--- src/rtl/fetch_unit.sv ---
`default_nettype none
// +----------------------------------------------------------------------+
// | fetch_unit : PC / IR owner and instruction-memory read sequencer      |
// |              for the accumulator CPU controller.                      |
// | Revision   : 1.0                                                      |
// +----------------------------------------------------------------------+
module fetch_unit #(
  parameter int ADDR_W   = 5,
  parameter int DATA_W   = 8,
  parameter int IMEM_LAT = 1,
  parameter int RST_PC   = 0,
  parameter int CNT_W    = 16
) (
  input  logic              clk,
  input  logic              rst,
  input  logic              pc_load,
  input  logic              pc_en,
  input  logic              jmp,
  input  logic              halt,
  input  logic              memIns_en,
  input  logic [DATA_W-1:0] imem_rdata,
  output logic              imem_rd,
  output logic [ADDR_W-1:0] imem_addr,
  output logic [2:0]        opcode,
  output logic [ADDR_W-1:0] operand_addr,
  output logic              ir_valid,
  output logic [ADDR_W-1:0] pc,
  output logic              halted,
  output logic [CNT_W-1:0]  instr_count
);

  localparam logic [ADDR_W-1:0] c_rst_pc  = ADDR_W'(RST_PC);
  localparam logic [CNT_W-1:0]  c_cnt_max = '1;

  logic [ADDR_W-1:0]   r_pc;
  logic [DATA_W-1:0]   r_ir;
  logic                r_ir_valid;
  logic                r_halted;
  logic [CNT_W-1:0]    r_cnt;
  logic [IMEM_LAT-1:0] r_pipe;
  logic                w_issue;
  logic                w_capture;

  assign w_issue   = memIns_en & ~r_halted & ~rst;
  // A capture landing on the halting edge is discarded along with the flush.
  assign w_capture = r_pipe[IMEM_LAT-1] & ~halt;

  generate
    if (IMEM_LAT == 1) begin : g_pipe_single
      always_ff @(posedge clk or posedge rst) begin
        if (rst)       r_pipe <= '0;
        else if (halt) r_pipe <= '0;
        else           r_pipe <= w_issue;
      end
    end else begin : g_pipe_shift
      always_ff @(posedge clk or posedge rst) begin
        if (rst)       r_pipe <= '0;
        else if (halt) r_pipe <= '0;
        else           r_pipe <= {r_pipe[IMEM_LAT-2:0], w_issue};
      end
    end
  endgenerate

  always_ff @(posedge clk or posedge rst) begin
    if (rst) begin
      r_pc       <= c_rst_pc;
      r_ir       <= '0;
      r_ir_valid <= 1'b0;
      r_halted   <= 1'b0;
      r_cnt      <= '0;
    end else if (!r_halted) begin
      if (halt) r_halted <= 1'b1;

      if (pc_load && jmp)
        r_pc <= r_ir[ADDR_W-1:0];
      else if (pc_load || pc_en)
        r_pc <= r_pc + ADDR_W'(1);

      if (w_capture) begin
        r_ir       <= imem_rdata;
        r_ir_valid <= 1'b1;
        if (r_cnt != c_cnt_max) r_cnt <= r_cnt + CNT_W'(1);
      end else if (r_pipe[0]) begin
        r_ir_valid <= 1'b0;
      end
    end
  end

  assign imem_rd      = w_issue;
  assign imem_addr    = r_pc;
  assign opcode       = r_ir[DATA_W-1 -: 3];
  assign operand_addr = r_ir[ADDR_W-1:0];
  assign ir_valid     = r_ir_valid;
  assign pc           = r_pc;
  assign halted       = r_halted;
  assign instr_count  = r_cnt;

endmodule
`default_nettype wire

--- config.mk ---
export PLATFORM = sky130hd
export DESIGN_NAME = fetch_unit
export DESIGN_NICKNAME = d
export VERILOG_FILES = /design/src/rtl/fetch_unit.sv
export SDC_FILE = /design/constraint.sdc
export NUM_CORES = 1
export LEC_CHECK = 0
export ABC_AREA = 1
export CAP_MARGIN = 10
export CORE_MARGIN = 5
export CORE_UTILIZATION = 46
export CTS_CLUSTER_DIAMETER = 50
export CTS_CLUSTER_SIZE = 20
export DETAILED_ROUTE_END_ITERATION = 6
export PLACE_DENSITY = 0.78
export SLEW_MARGIN = 20
export SYNTH_ARGS = -nofsm -noshare
export SYNTH_HDL_FRONTEND = slang
export SYNTH_SLANG_ARGS = --single-unit
--- constraint.sdc ---
create_clock -name clk -period 1.6 [get_ports clk]
set_input_delay 0.32 -clock clk [delete_from_list [all_inputs] [get_ports clk]]
set_output_delay 0.32 -clock clk [all_outputs]
set_load 0.02 [all_outputs]
==> qor.yml <==
top_layer: "met4"
postCtsSetupBuffers: 0
yosysTopAreaCell: "dfrtp_1"
xor_share: 0.0455
ys_sh_mux: 0
cp.depth: 1
seq_power_share: 0.482
synthArstFlopShare: 1.00
aoi_share: 0.0744
buffers: 60
power_leader: "sequential cells"
biggestCellCategory: "registers"
cts_buffers: 5
p_seq_w: 0.000874
comb_area_um2: 792
drv_slew: 0
final_cells: 333
gp_congestion: 0.832
power_frac_comb: 0.151
diodes: 0
comb_cell_power_w: 0.000274
crit_fanout: 2
tap_cells: 48
most_common_cell: "nand2_1"
final_cell_area_mm2: 0.00241
top_cells_by_area: "dfrtp_1, nand2_1, inv_1"
fin_nets: 302
cp.buffers_inverters: 1
ff_count: 32
edf_count: 0
status: "finished, final reports clean"
hold_depth: 2
port_buffers: 51
max_stage_delay_ps: 610
layout_top_cells: "nand2_1, dfrtp_1, dlygate4sd2_1, inv_1, clkdlybuf4s50_1"
core_area_mm2: 0.00366
synth_area_mm2: 0.00173
cts_root_buf: "clkbuf_8"
synth_warnings: 0
hp-start: "r_ir[6]"
regArea_um2: 801
top_area_frac: 0.462
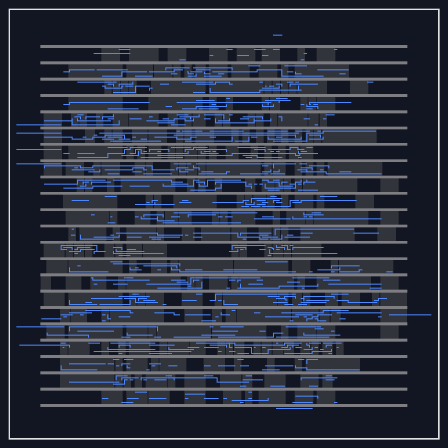
**Above:** M1 wires.
Scale: 6 px per um. Supply wires on this layer in gray.
The wires run mostly horizontal. The layer carries 1840 um of wire. The layer holds 44% of the routed length. 271 nets have wire on it.
final wirelength: 4160 um
Vias: 1658
met1 GRT Util: 0.205

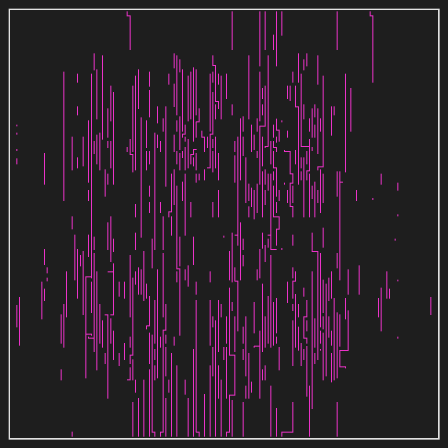
**Above:** met2 routing.
Scale: 6 px per um.
The layer holds 51% of the routed length. The layer carries 2100 um of wire. The wires run mostly vertical. The longest straight run is 34.0 um.

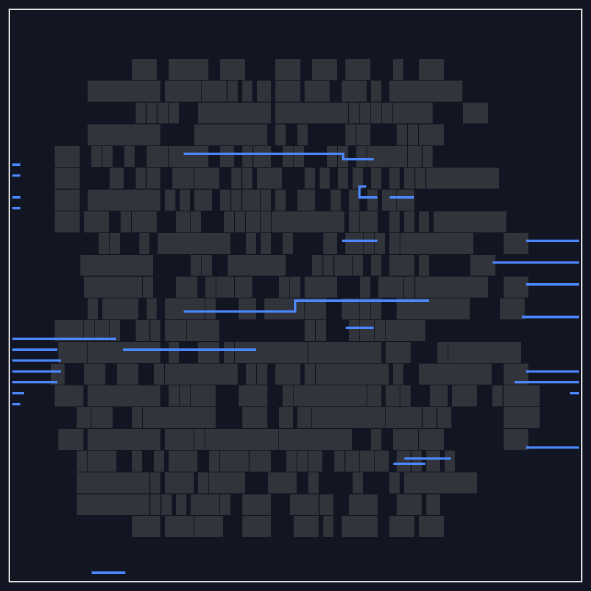
**Above:** the metal 3 layer.
Scale: 8 px per um.
The longest straight run is 19.8 um. The layer carries 190 um of wire. The layer holds 4.6% of the routed length. The wires run mostly horizontal.
grt met3 use: 0.0337

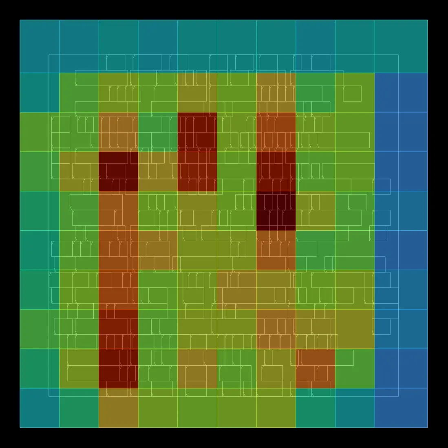
**Above:** routing congestion.
Final Util: 0.658
GRT met2 Usage: 0.287
GRT Total Usage: 0.168
GRT busiest layer: met2

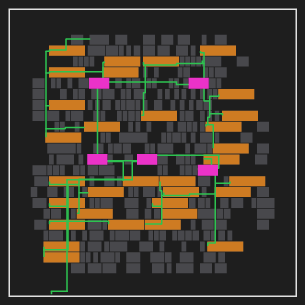
**Above:** routed clock nets over the placement.
Scale: 4 px per um.
Key: flip-flops = orange [count 32]; clock-net drivers = magenta [count 5]; clock wires = green [length 428 um]
There are 6 routed clock nets.
clk_lat worst skew: 280 ps
clk pwr: 0.000665 W
Clk network pwr share: 0.367

Power figures rest on the tool's default switching activity, not on a simulated workload.
